`src/rtl/bus_data_dispatcher.sv`:
```
`default_nettype none
// ============================================================================
// Module   : bus_data_dispatcher
// Brief    : Streams a contiguous global-buffer region onto one PE-array bus,
//            tagging every word with its destination ID, under bus_ready
//            flow control, and pulses done when the region has been sent.
// Revision : 1.0 - initial release
// ============================================================================
module bus_data_dispatcher #(
    parameter int DATA_WIDTH = 16,
    parameter int ADDR_WIDTH = 8,
    parameter int ID_WIDTH   = 8,
    parameter int CNT_WIDTH  = 8,
    parameter int SKID_DEPTH = 2
) (
    input  logic                  clk,
    input  logic                  rst,
    input  logic                  start,
    input  logic [ADDR_WIDTH-1:0] base_addr,
    input  logic [ID_WIDTH-1:0]   id_base,
    input  logic [CNT_WIDTH-1:0]  num_ids,
    input  logic [CNT_WIDTH-1:0]  words_per_id,
    output logic                  mem_rd_en,
    output logic [ADDR_WIDTH-1:0] mem_rd_addr,
    input  logic [DATA_WIDTH-1:0] mem_rd_data,
    output logic [DATA_WIDTH-1:0] bus_data,
    output logic [ID_WIDTH-1:0]   bus_id,
    output logic                  bus_valid,
    input  logic                  bus_ready,
    output logic                  busy,
    output logic                  done
);

    localparam int c_PW = (SKID_DEPTH > 1) ? $clog2(SKID_DEPTH) : 1;
    localparam int c_CW = $clog2(SKID_DEPTH + 1);
    localparam int c_TW = 2 * CNT_WIDTH;

    typedef enum logic [1:0] {
        ST_IDLE  = 2'd0,
        ST_RUN   = 2'd1,
        ST_DRAIN = 2'd2
    } state_t;

    state_t                r_state;
    state_t                w_state_next;

    logic [ADDR_WIDTH-1:0] r_addr;
    logic [ID_WIDTH-1:0]   r_cur_id;
    logic [CNT_WIDTH-1:0]  r_words_per_id;
    logic [CNT_WIDTH-1:0]  r_word_idx;
    logic [c_TW-1:0]       r_reads_left;
    logic                  r_inflight;
    logic [ID_WIDTH-1:0]   r_inflight_id;
    logic                  r_done;

    logic [DATA_WIDTH-1:0] r_fifo_data [SKID_DEPTH];
    logic [ID_WIDTH-1:0]   r_fifo_id   [SKID_DEPTH];
    logic [c_PW-1:0]       r_wr_ptr;
    logic [c_PW-1:0]       r_rd_ptr;
    logic [c_CW-1:0]       r_count;
    logic [c_CW-1:0]       w_count_next;

    logic                  w_start_ok;
    logic                  w_cfg_empty;
    logic                  w_pop;
    logic                  w_push;
    logic                  w_rd_en;
    logic                  w_credit;
    logic                  w_last_read;
    logic [c_TW-1:0]       w_total;
    logic [c_CW:0]         w_occ;
    logic [c_CW:0]         w_limit;

    function automatic logic [c_PW-1:0] ptr_inc(input logic [c_PW-1:0] p);
        return (p == c_PW'(SKID_DEPTH - 1)) ? '0 : p + c_PW'(1);
    endfunction

    assign w_total     = c_TW'(num_ids) * c_TW'(words_per_id);
    assign w_cfg_empty = (num_ids == '0) || (words_per_id == '0);
    assign w_pop       = bus_valid & bus_ready;
    assign w_push      = r_inflight;
    assign w_last_read = (r_reads_left == c_TW'(1));

    // Credit: buffered + in-flight words minus this cycle's pop must leave room.
    assign w_occ    = {1'b0, r_count} + {{c_CW{1'b0}}, r_inflight};
    assign w_limit  = (c_CW + 1)'(SKID_DEPTH) + {{c_CW{1'b0}}, w_pop};
    assign w_credit = (w_occ < w_limit);

    always_comb begin
        w_state_next = r_state;
        w_rd_en      = 1'b0;
        w_start_ok   = 1'b0;
        case (r_state)
            ST_IDLE: begin
                if (start) begin
                    w_start_ok = 1'b1;
                    if (w_cfg_empty) begin
                        w_state_next = ST_DRAIN;
                    end else begin
                        w_state_next = ST_RUN;
                    end
                end
            end
            ST_RUN: begin
                if (w_credit) begin
                    w_rd_en = 1'b1;
                    if (w_last_read) begin
                        w_state_next = ST_DRAIN;
                    end
                end
            end
            ST_DRAIN: begin
                if ((r_count == '0) && !r_inflight) begin
                    w_state_next = ST_IDLE;
                end
            end
            default: w_state_next = ST_IDLE;
        endcase
    end

    always_comb begin
        w_count_next = r_count;
        case ({w_push, w_pop})
            2'b10:   w_count_next = r_count + c_CW'(1);
            2'b01:   w_count_next = r_count - c_CW'(1);
            default: w_count_next = r_count;
        endcase
    end

    always_ff @(posedge clk) begin
        if (rst) begin
            r_state        <= ST_IDLE;
            r_addr         <= '0;
            r_cur_id       <= '0;
            r_words_per_id <= '0;
            r_word_idx     <= '0;
            r_reads_left   <= '0;
            r_inflight     <= 1'b0;
            r_inflight_id  <= '0;
            r_done         <= 1'b0;
            r_wr_ptr       <= '0;
            r_rd_ptr       <= '0;
            r_count        <= '0;
        end else begin
            r_state    <= w_state_next;
            r_inflight <= w_rd_en;
            r_count    <= w_count_next;
            // Look ahead so done is a flop that rises right after the last handshake.
            r_done     <= (w_state_next == ST_DRAIN) && (w_count_next == '0) && !w_rd_en;

            if (w_start_ok) begin
                r_addr         <= base_addr;
                r_cur_id       <= id_base;
                r_words_per_id <= words_per_id;
                r_word_idx     <= '0;
                r_reads_left   <= w_total;
            end else if (w_rd_en) begin
                r_addr        <= r_addr + ADDR_WIDTH'(1);
                r_reads_left  <= r_reads_left - c_TW'(1);
                r_inflight_id <= r_cur_id;
                if (r_word_idx == r_words_per_id - CNT_WIDTH'(1)) begin
                    r_word_idx <= '0;
                    r_cur_id   <= r_cur_id + ID_WIDTH'(1);
                end else begin
                    r_word_idx <= r_word_idx + CNT_WIDTH'(1);
                end
            end

            if (w_push) begin
                r_wr_ptr <= ptr_inc(r_wr_ptr);
            end
            if (w_pop) begin
                r_rd_ptr <= ptr_inc(r_rd_ptr);
            end
        end
    end

    // Storage needs no reset: bus_valid masks the contents while empty.
    always_ff @(posedge clk) begin
        if (w_push) begin
            r_fifo_data[r_wr_ptr] <= mem_rd_data;
            r_fifo_id[r_wr_ptr]   <= r_inflight_id;
        end
    end

    assign mem_rd_en   = w_rd_en;
    assign mem_rd_addr = r_addr;
    assign bus_valid   = (r_count != '0);
    assign bus_data    = bus_valid ? r_fifo_data[r_rd_ptr] : '0;
    assign bus_id      = bus_valid ? r_fifo_id[r_rd_ptr] : '0;
    assign busy        = (r_state != ST_IDLE);
    assign done        = r_done;

endmodule
`default_nettype wire

```
`config.mk`:
```
export PLATFORM = sky130hd
export DESIGN_NAME = bus_data_dispatcher
export DESIGN_NICKNAME = d
export VERILOG_FILES = /design/src/rtl/bus_data_dispatcher.sv
export SDC_FILE = /design/constraint.sdc
export NUM_CORES = 1
export LEC_CHECK = 0
export CAP_MARGIN = 20
export CORE_ASPECT_RATIO = 1.25
export CORE_MARGIN = 5
export CORE_UTILIZATION = 31
export CTS_CLUSTER_SIZE = 14
export DETAILED_ROUTE_END_ITERATION = 8
export PLACE_DENSITY_LB_ADDON = 0.25
export SYNTH_ARGS = -nofsm -noshare
export SYNTH_HDL_FRONTEND = slang
export SYNTH_SLANG_ARGS = --single-unit
```
`constraint.sdc`:
```
create_clock -name clk -period 14 [get_ports clk]
set_input_delay 4.2 -clock clk [delete_from_list [all_inputs] [get_ports clk]]
set_output_delay 4.2 -clock clk [all_outputs]
set_load 0.05 [all_outputs]
```
**Placement by cell class**

Scale: 1.5 px per µm.
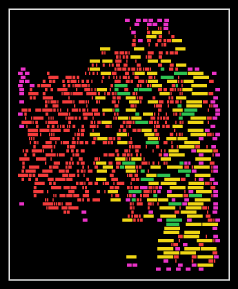
Key: all other logic = red [cells 594]; clock drivers and dummy loads = green [cells 32]; flip-flops = yellow [cells 113]; other buffers and delay cells = magenta [cells 93]

**Placed standard cells**

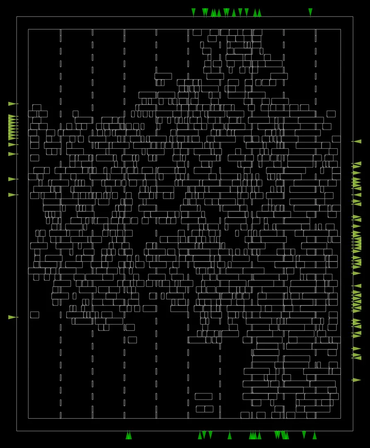
flop share of the area: 30.87%
core area: 0.02281 mm²
tap cells: 288
registers: 113

**Signal wires by layer**

Scale: 2 px per µm. Two of the layers only.
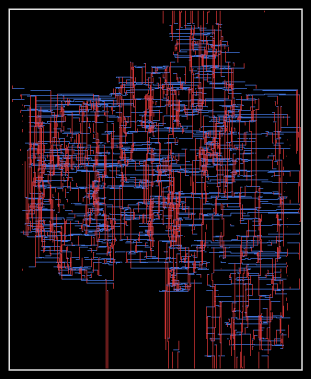
Key: met2 = red [wire length 7740 µm]; met1 = blue [wire length 7500 µm]

**Signal wires on met3**

Scale: 2 px per µm.
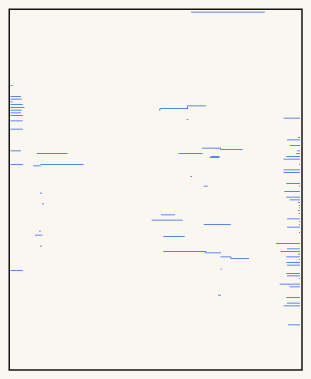
The wires run mostly horizontal. The layer holds 3.2% of the routed length. 65 nets have wire on it. The layer carries 506 µm of wire. The longest straight run is 36.6 µm.

flip-flops by register name, indices dropped and copies added, names as in the netlist, named ones only:
signal          cells
r_words_per_id      8
r_state             2
r_inflight          1
done                1
mem_rd_addr         8
r_fifo_data        32
r_reads_left       16
r_fifo_id          16
r_cur_id            8
r_inflight_id       8
r_count             2
r_rd_ptr            1
r_word_idx          8
r_wr_ptr            1
area by class of cell:
| cell class | count | area [µm²] |
|---|---|---|
| fill | 2309 | 13920 |
| sequential | 113 | 2743 |
| tap | 288 | 360.3 |
| clock inverter | 15 | 147.6 |
| multi-input combinational | 533 | 4060 |
| clock buffer | 17 | 425.4 |
| inverter | 61 | 229.0 |
| timing repair buffer | 93 | 918.4 |
power groups by stage:
stage          clock [µW]  sequential, µW  combinational [µW]
6_report              411             391                 441
4_1_cts               418             392                 446
3_5_place_dp            0             398                 442
3_3_place_gp            0             398                 440
2_1_floorplan           0             402                 324
5_1_grt               436             396                 495
cell usage in the layout (no fill, tap or decap), types with 8 or more instances in the layout:
cell type and n:
nor2_1 72, nand2_1 68, xor2_1 21, dfxtp_1 65, nand4_1 10, clkdlybuf4s50_1 86
xnor2_1 29, fa_1 36, mux2i_1 28, ha_1 45, nor3_1 13, edfxtp_1 48
a211oi_1 21, and2_1 53, a21oi_1 36, inv_1 60, clkbuf_16 17, nor4_1 8
through the flow:
step / util (%) / setup WS, ns
final: 38.95 / 2.926
after global routing: 38.95 / 2.739
after CTS: 38.89 / 2.902
after detailed placement: 36.37 / 2.903
after global placement: 36.37 / 2.887
after floorplan: - / 3.940
worst max path at each step:
stage	from	endpoint	depth (start not counted)
after floorplan	bus_ready	mem_rd_en	7
after global placement	bus_ready	mem_rd_en	6
after detailed placement	bus_ready	mem_rd_en	6
after CTS	bus_ready	mem_rd_en	6
after global routing	bus_ready	mem_rd_en	6
final	bus_ready	mem_rd_en	6
metal layers:
layer	wire length, µm	vias to the layer above	part of all wire [%]	GRT usage, %
li1	-	2699	-	-
met1	7503	2489	47	15.41
met2	7740	92	48	21.03
met3	505	24	3.2	2.191
met4	272	0	1.7	4.106
met5	0	-	0	0
cell families (layout without fill, tap and decap cells):
logic type | count (synthesis) | in the layout | synth area share (%)
buf+inv | 89 | 186 | 4.703
simple gates | 273 | 273 | 19.42
flops | 113 | 113 | 38.46
compound gates | 101 | 101 | 9.335
xor+xnor | 50 | 50 | 6.141
mux | 28 | 28 | 3.931
fa+ha+maj | 81 | 81 | 18.00
==> job_summary.md <==
## Implementation flow summary

| Metric | Value |
|---|---|
| Status | complete, no violations |
| Commonest cells post-synth | 74 x nor2_1, 69 x nand2_1, 65 x dfxtp_1 |
| Post-synth top area share | 20.21% |
| Fmax | 0.09030 GHz |
| Worst-path fanout max | 30 |
| Largest net degree at the start of global routing | 58 |
| Top cells by area | edfxtp_1 20%, dfxtp_1 18%, fa_1 10% |
| Sequential power share | 31.5% |
| CTS tree | yes |
| Area leader, netlist | edfxtp_1 |
| Port-buffer cells | 87 |
| Final Instance Area | 0.008884 mm² |
| Lkg Pwr | 0.003471 µW |
| Dpl cell area | 0.008295 mm² |
| Synth async-reset ratio | 0% |
| Clk ins delay skew pair | 0.41 ns |
| Syn Inst Count | 735 |
| Mapped Avg Cell Area | 9.701 µm² |
| Max incr delay on CP | 0.92 ns |
| Hold WS | 0.4524 ns |
| Worst r2r src | r_count[0] |
| Sw Share | 35.20% |
| Critical Path RT | 9.80 ns |
| Most common cell in the synthesized netlist | nor2_1 |
| Data arrival time of the worst path | 6.87 ns |
| Via count | 5304 |
| Nets@finish | 952 |
| Critical path class | input pin to output pin |
| R2R cell count | 9 |
| Buf/Inv on CP | 3 |
| Initial antenna violation count | 0 |
| Nature of the critical path startpoint | input pin |
| Net Sw Power | 437.9 µW |
| Total grt overflow | 0 |
| Max IR drop VDD | 85.34 µV |
| Tcrit/Tclk final | 79.10% |
| Final WL | 16.02 mm |
| Max_cap viols | 0 |
| Total GRT Usage | 12.20% |
| Synth Seq Share | 38.46% |
| Initial core utilization | 31.27% |
| Inst Count DP | 1087 |
| Drt drc | 0 |
| Max_slew headroom | 35.71% |
| Post-layout instance count excluding filler cells | 1120 |
| Vias in the first global route | 5355 |
| Hold EP | r_fifo_id[0][5] |
| Final hold vios | 0 |
| Row Count | 62 |
| Hold_buf cts | 0 |
| Clock-pin slew on the worst setup and hold paths | 0.06 ns |
| Ys Warns | 0 |
| Die area | 0.02615 mm² |
| Setup TNS | 0 ns |
| Worst hold path class | register to register |
| Flip-flops with a built-in enable | 48 |
| Worst-margin pin slew | 0.9609 ns |
| Min Tclk post-route | 11.07 ns |
| Worst reg2reg path endpoint | r_cur_id[7] |
| Worst Hold Launch | r_inflight_id[5] |
| Slowest cell on crit path | clkdlybuf4s50_1 |
| DRT Pass-1 Iters | 4 |
| Hold depth | 0 |
| Placer Congestion | 0.7743 |
| CTS buffer count | 17 |
| Final slew viol count | 0 |
| # setup viols final | 0 |
| Yosys cell types | 61 |
| Comb power frac | 35.5% |
| Via density | 4.736 |
| Flop-to-flop setup slack | 10.47 ns |
| YS chip area | 0.007131 mm² |
| Diode count | 0 |
No activity file was given, so power comes from the tool's default toggle rates.
